===== src/rtl/prog_store_loader.sv =====
// Writable 16x8 program store feeding the 4-bit CPU; loads bytes from pin strobes while holding the core in reset.
// instr is combinational from address; writes commit SYNC_STAGES+1 clocks after a strobe rise, no backpressure.
module prog_store_loader #(
  parameter int SYNC_STAGES    = 2,
  parameter int RELEASE_CYCLES = 2
) (
  input  logic       clk,
  input  logic       n_reset,
  input  logic       load_en,
  input  logic       wr_strobe,
  input  logic [7:0] wr_data,
  input  logic [3:0] address,
  output logic [7:0] instr,
  output logic       cpu_n_reset,
  output logic [3:0] load_ptr,
  output logic       loading,
  output logic       full
);

  localparam logic [1:0] ST_RUN     = 2'd0;
  localparam logic [1:0] ST_LOAD    = 2'd1;
  localparam logic [1:0] ST_FULL    = 2'd2;
  localparam logic [1:0] ST_RELEASE = 2'd3;

  localparam int CNT_W = (RELEASE_CYCLES > 1) ? $clog2(RELEASE_CYCLES) : 1;
  localparam logic [CNT_W-1:0] CNT_LAST = CNT_W'(RELEASE_CYCLES - 1);

  logic [SYNC_STAGES-1:0] ls_sync_q, ls_sync_d;
  logic [SYNC_STAGES-1:0] ss_sync_q, ss_sync_d;
  logic                   ss_dly_q, ss_dly_d;
  logic                   ls, ss, strobe_edge;

  logic [1:0]       state_q, state_d;
  logic [3:0]       load_ptr_q, load_ptr_d;
  logic             full_q, full_d;
  logic             cpu_n_reset_q, cpu_n_reset_d;
  logic [CNT_W-1:0] cnt_q, cnt_d;
  logic [7:0]       mem_q [16];
  logic [7:0]       mem_d [16];

  always_comb begin
    ls_sync_d   = {ls_sync_q[SYNC_STAGES-2:0], load_en};
    ss_sync_d   = {ss_sync_q[SYNC_STAGES-2:0], wr_strobe};
    ls          = ls_sync_q[SYNC_STAGES-1];
    ss          = ss_sync_q[SYNC_STAGES-1];
    ss_dly_d    = ss;
    strobe_edge = ss & ~ss_dly_q;
  end

  always_comb begin
    state_d    = state_q;
    load_ptr_d = load_ptr_q;
    full_d     = full_q;
    cnt_d      = '0;
    mem_d      = mem_q;
    case (state_q)
      ST_RUN: begin
        if (ls) begin
          state_d    = ST_LOAD;
          load_ptr_d = 4'd0;
          full_d     = 1'b0;
        end
      end
      ST_LOAD: begin
        // A write landing in the same cycle as load_en falling still commits.
        if (strobe_edge) begin
          mem_d[load_ptr_q] = wr_data;
          load_ptr_d        = load_ptr_q + 4'd1;
          if (load_ptr_q == 4'd15) begin
            full_d  = 1'b1;
            state_d = ST_FULL;
          end
        end
        if (!ls) state_d = ST_RELEASE;
      end
      ST_FULL: begin
        if (!ls) state_d = ST_RELEASE;
      end
      ST_RELEASE: begin
        if (ls) begin
          state_d    = ST_LOAD;
          load_ptr_d = 4'd0;
          full_d     = 1'b0;
        end else if (cnt_q == CNT_LAST) begin
          state_d = ST_RUN;
        end else begin
          cnt_d = cnt_q + 1'b1;
        end
      end
      default: state_d = ST_RUN;
    endcase
    cpu_n_reset_d = (state_d == ST_RUN);
  end

  always_ff @(posedge clk or negedge n_reset) begin
    if (!n_reset) begin
      ls_sync_q     <= '0;
      ss_sync_q     <= '0;
      ss_dly_q      <= 1'b0;
      state_q       <= ST_RUN;
      load_ptr_q    <= 4'd0;
      full_q        <= 1'b0;
      cpu_n_reset_q <= 1'b0;
      cnt_q         <= '0;
      for (int i = 0; i < 16; i++) mem_q[i] <= 8'h00;
    end else begin
      ls_sync_q     <= ls_sync_d;
      ss_sync_q     <= ss_sync_d;
      ss_dly_q      <= ss_dly_d;
      state_q       <= state_d;
      load_ptr_q    <= load_ptr_d;
      full_q        <= full_d;
      cpu_n_reset_q <= cpu_n_reset_d;
      cnt_q         <= cnt_d;
      for (int i = 0; i < 16; i++) mem_q[i] <= mem_d[i];
    end
  end

  // The held core only ever sees NOPs, never a half-written program.
  assign instr       = (state_q == ST_RUN) ? mem_q[address] : 8'h00;
  assign cpu_n_reset = cpu_n_reset_q;
  assign load_ptr    = load_ptr_q;
  assign loading     = (state_q == ST_LOAD) || (state_q == ST_FULL);
  assign full        = full_q;

endmodule

===== config.mk =====
export PLATFORM = sky130hd
export DESIGN_NAME = prog_store_loader
export DESIGN_NICKNAME = d
export VERILOG_FILES = /design/src/rtl/prog_store_loader.sv
export SDC_FILE = /design/constraint.sdc
export NUM_CORES = 1
export LEC_CHECK = 0
export CAP_MARGIN = 5
export CORE_MARGIN = 2
export CORE_UTILIZATION = 59
export DETAILED_ROUTE_END_ITERATION = 12
export GPL_ROUTABILITY_DRIVEN = 0
export HOLD_SLACK_MARGIN = 0.15
export PLACE_DENSITY = 0.78
export REMOVE_ABC_BUFFERS = 1
export SLEW_MARGIN = 20
export SYNTH_ARGS = -nofsm -noshare
export SYNTH_HDL_FRONTEND = slang
export SYNTH_SLANG_ARGS = --single-unit

===== constraint.sdc =====
create_clock -name clk -period 2.7 [get_ports clk]
set_clock_uncertainty 0.15 [all_clocks]
set_input_delay 0.54 -clock clk [delete_from_list [all_inputs] [get_ports clk]]
set_output_delay 0.54 -clock clk [all_outputs]
set_load 0.005 [all_outputs]

Figure 1. The metal 1 layer (run 1).
Drawn at 3 px/micron. Cells faint in the background.
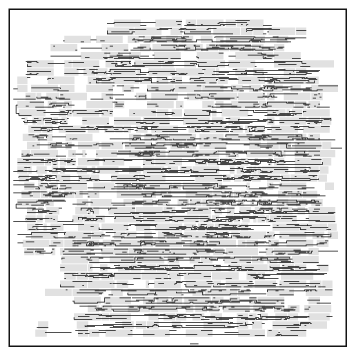
main direction = horizontal
longest straight run = 47.4 microns
wire length on this layer = 6790 microns
nets with wire on the layer = 529

Figure 2. Met2 routing (run 1).
Drawn at 4 px/micron.
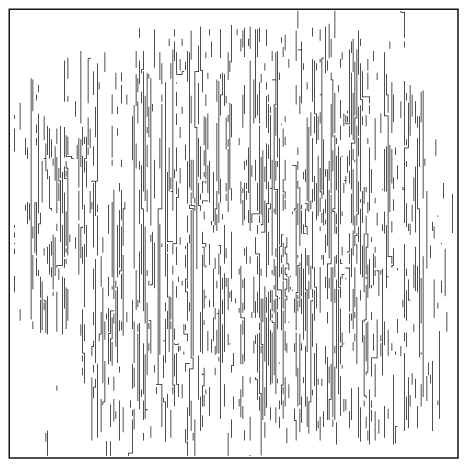
main direction = vertical
share of all routed wire = 47%
wire length on this layer = 7010 microns
nets with wire on the layer = 528
longest straight run = 60.2 microns

==> results.txt, run 1 <==
run metrics: status=finished, final reports clean, DR vias/cell=approximately 6, met2 wire length=7.01 mm, most common logic cells in the final layout=142 x dfrtp_1, 128 x mux2_2, 56 x mux2i_1, 27 x buf_4, 23 x a22oi_1, Hold Path Depth=0, Place WS=-0.673 ns, CP cell instances=buf_4, buf_12, mux4_2, o211ai_1, o21ai_1, dlygate4sd2_1, Layout area overhead=19.1%, met2 Use GR=40.3%, worst hold slack=between 0.15 and 0.2 ns, DRT antenna net count=0, worst r2r src=state_q[1], syn_area_per_cell=about 14 sq um, sequential power share=41.5%, Largest cells by area=dfrtp_1 52%, mux2_2 21%, mux2i_1 8.2%, FF-to-FF setup slack=~0.47 ns, Yosys chip area=just under 7000 sq um, Pint=roughly 5.7 mW, worst skew pair latency=0.42 ns, largest net degree at the start of global routing=just under 70, fp_density=a little over 60%, met3 usage=7.40%, Die Span Y=about 110 microns, main flop type=dfrtp_1, sequential fraction of the synthesis area=51.8%, io pins=31, 1st-iter DRT viols=313, Buffers & Inverters on Critical Path=3, max_cap viols=0, Max power group=sequential cells, sequential cell area=3550 sq um
Figure 3. The metal 3 layer (run 1).
Drawn at 2 px/micron. Cells faint in the background.
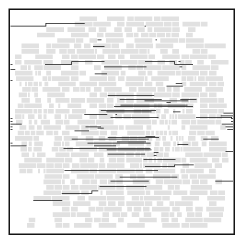
share of all routed wire = 5.9%
nets with wire on the layer = 51
wire length on this layer = 881 microns
main direction = horizontal

[run 1: how the worst min path moves through the flow]
stage	slack, ns	startpoint	end
2_1_floorplan	0.09	n_reset	cnt_q
3_3_place_gp	0.18	ss_sync_q[0]	ss_sync_q[1]
3_5_place_dp	0.19	ls_sync_q[0]	ls_sync_q[1]
4_1_cts	0.20	ls_sync_q[0]	ls_sync_q[1]
5_1_grt	0.22	ss_sync_q[0]	ss_sync_q[1]
6_report	0.19	ls_sync_q[0]	ls_sync_q[1]
[run 1: what timing repair did]
action                                  4_1_cts  5_1_grt
buffers inserted                              1        0
hold buffers                                  1        0
pin swaps                                     7        0
gates resized                                36        1
endpoints found under the hold margin        63        0
endpoints found under the setup margin        8        1
[run 1: sequential cells by signal, summed over array words and instances (netlist names)]
| name | count |
|---|---|
| state_q | 2 |
| ss_sync_q | 2 |
| full | 1 |
| ls_sync_q | 2 |
| ss_dly_q | 1 |
| load_ptr | 4 |
| mem_q | 128 |
| cnt_q | 1 |
| cpu_n_reset | 1 |
[run 1: logic make-up after synthesis]
logic type | share of synthesized area [%]
AOI/OAI and AO/OA | 5.62
adders and majority gates | 1.64
muxes | 30.8
buffers and inverters | 2.61
DFF | 51.8
and+or+nand+nor | 7.46
[run 1: cells in the mapped netlist (3+ instances only)]
cell type,number
ha_1,9
buf_4,3
mux4_2,4
nand2_1,19
mux2i_1,56
a21oi_1,6
nand3_2,4
nand2b_1,4
nor2_8,9
nand3_1,5
a22oi_1,24
clkbuf_1,10
mux2_2,128
inv_1,4
a22o_1,4
nand2_4,3
o21ai_0,7
buf_2,5
nor2b_1,4
o22ai_1,4
nor2_1,5
dfrtp_1,142
buf_6,6
==> run 1 -> run 2 <==
--- a/config.mk
+++ b/config.mk
@@ -11,7 +11,7 @@
 export DETAILED_ROUTE_END_ITERATION = 12
 export GPL_ROUTABILITY_DRIVEN = 0
 export HOLD_SLACK_MARGIN = 0.15
-export PLACE_DENSITY = 0.78
+export PLACE_DENSITY_LB_ADDON = 0.08
 export REMOVE_ABC_BUFFERS = 1
 export SLEW_MARGIN = 20
 export SYNTH_ARGS = -nofsm -noshare
Figure 4. The metal 1 layer (run 2).
Drawn at 3 px/micron. Cells faint in the background.
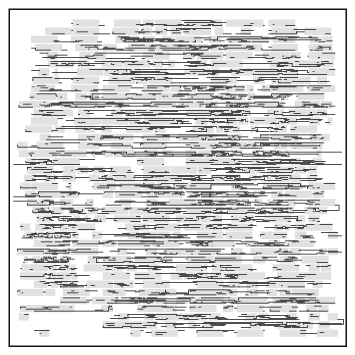
nets with wire on the layer = 523
share of all routed wire = 46%
wire length on this layer = 7030 microns

==> run 2 against run 1 <==
  * First-iteration DRC count fell by 8.6%
  * Global-route usage rose by 0.36 points
  * Via count fell by 1.1%
  * Highest routed layer unchanged
  * Power fell by 2.7%
  * Register-to-register slack barely moved
  * Combinational power barely moved
  * Sequential power barely moved
  * Synthesized cell count did not move
  * Sequential share of layout area rose by 0.84 points
==> results.txt, run 2 <==
run metrics: status=finished, final reports clean (unchanged), worst r2r src=state_q[1] (unchanged), met2 wire length=7.28 mm (was 7.01 mm), fp_density=60.3% (unchanged), largest net degree at the start of global routing=95 (was 68), Largest cells by area=dfrtp_1 52%, mux2_2 21%, mux2i_1 8.2% (unchanged), DR vias/cell=6.02 (was 6.01), CP cell instances=dlygate4sd2_1, buf_4, and2_1, buf_6, a22oi_2, nand2_1, o21ai_1, dlygate4sd2_1 (was buf_4, buf_12, mux4_2, o211ai_1, o21ai_1, dlygate4sd2_1), DRT antenna net count=0 (unchanged), io pins=31 (unchanged), max_cap viols=0 (unchanged), Yosys chip area=6860 sq um (unchanged), 1st-iter DRT viols=286 (was 313), FF-to-FF setup slack=0.47 ns (about the same), top-count cell post-synth=dfrtp_1 (unchanged), syn_area_per_cell=14.0 sq um (unchanged), Layout area overhead=16.8% (was 19.1%), register with the most flip-flops=mem_q (unchanged), Setup Fix Bufs, Post-CTS=0 (was 1), hold_sp=ls_sync_q[0] (unchanged), Buffers & Inverters on Critical Path=4 (was 3), main flop type=dfrtp_1 (unchanged)
Figure 5. Routing congestion map (run 2).
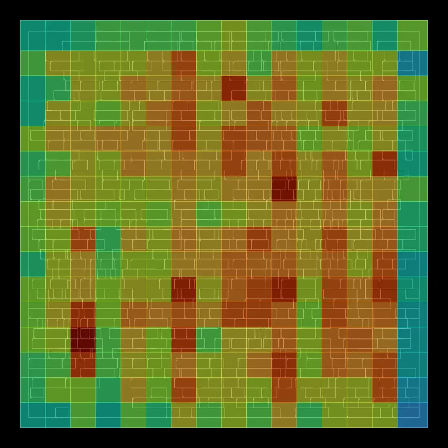
M1 GR Usage: 37.4%
post-route core utilization: 70.4%
GRT Util Overall: 26.5%
met3 usage: 6.53%
met2 Use GR: 40.4%

## run 2: cell counts after synthesis
Identical to the previous run, type by type.
## run 2: metrics by stage
step                worst slack [ns]  hold slack [ns]  util (%)
floorplan                      0.468           0.0944         -
global placement              -0.665            0.184      65.0
detailed placement            -0.734            0.185      65.0
CTS                        -0.000360            0.197      70.1
global route                -0.00954            0.208      70.4
finish                        0.0572            0.195      70.4
## run 2: cells by family after synthesis
logic type | share of synthesized area (%)
compound gates | 5.62
mux | 30.8
fa+ha+maj | 1.64
simple gates | 7.46
buf+inv | 2.61
flops | 51.8
## run 2: cell type report
class                   instances  area [sq um]
well taps                     143           179
clock inverters                 7          66.3
repair buffers                 57           519
multi-input cells             319          3220
fillers                       806          3360
clock buffers                  23           458
flip-flops and latches        142          3550
inverters                       4          15.0
## run 2: how the worst max path moves through the flow
| stage | to | slack (ns) | depth (start not counted) |
|---|---|---|---|
| 2_1_floorplan | mem_q[64] | 0.47 | 5 |
| 4_1_cts | instr[0] | -0.0004 | 8 |
| 3_5_place_dp | instr[4] | -0.73 | 7 |
| 5_1_grt | instr[1] | -0.01 | 8 |
| 6_report | instr[1] | 0.06 | 8 |
| 3_3_place_gp | instr[3] | -0.67 | 7 |
## run 2: repair_timing
item                                    4_1_cts  5_1_grt
pin swaps                                     0        3
gates resized                                26       24
endpoints found under the hold margin       142        0
hold buffers                                  1        0
endpoints found under the setup margin        8        8
## run 2: where the power goes
| group | switching [mW] | internal [mW] | leakage, nW |
|---|---|---|---|
| combinational | 1.08 | 1.26 | 1.82 |
| clock | 0.831 | 1.27 | 0.257 |
| sequential | 0.445 | 2.89 | 1.83 |
## run 2: per-layer routing
metal	vias to the layer above	track usage, %
met1	2152	37.4
met3	14	6.53
li1	1904	-
met4	0	9.47
met5	-	0
met2	112	40.4
Power and IR drop assume default switching activity.
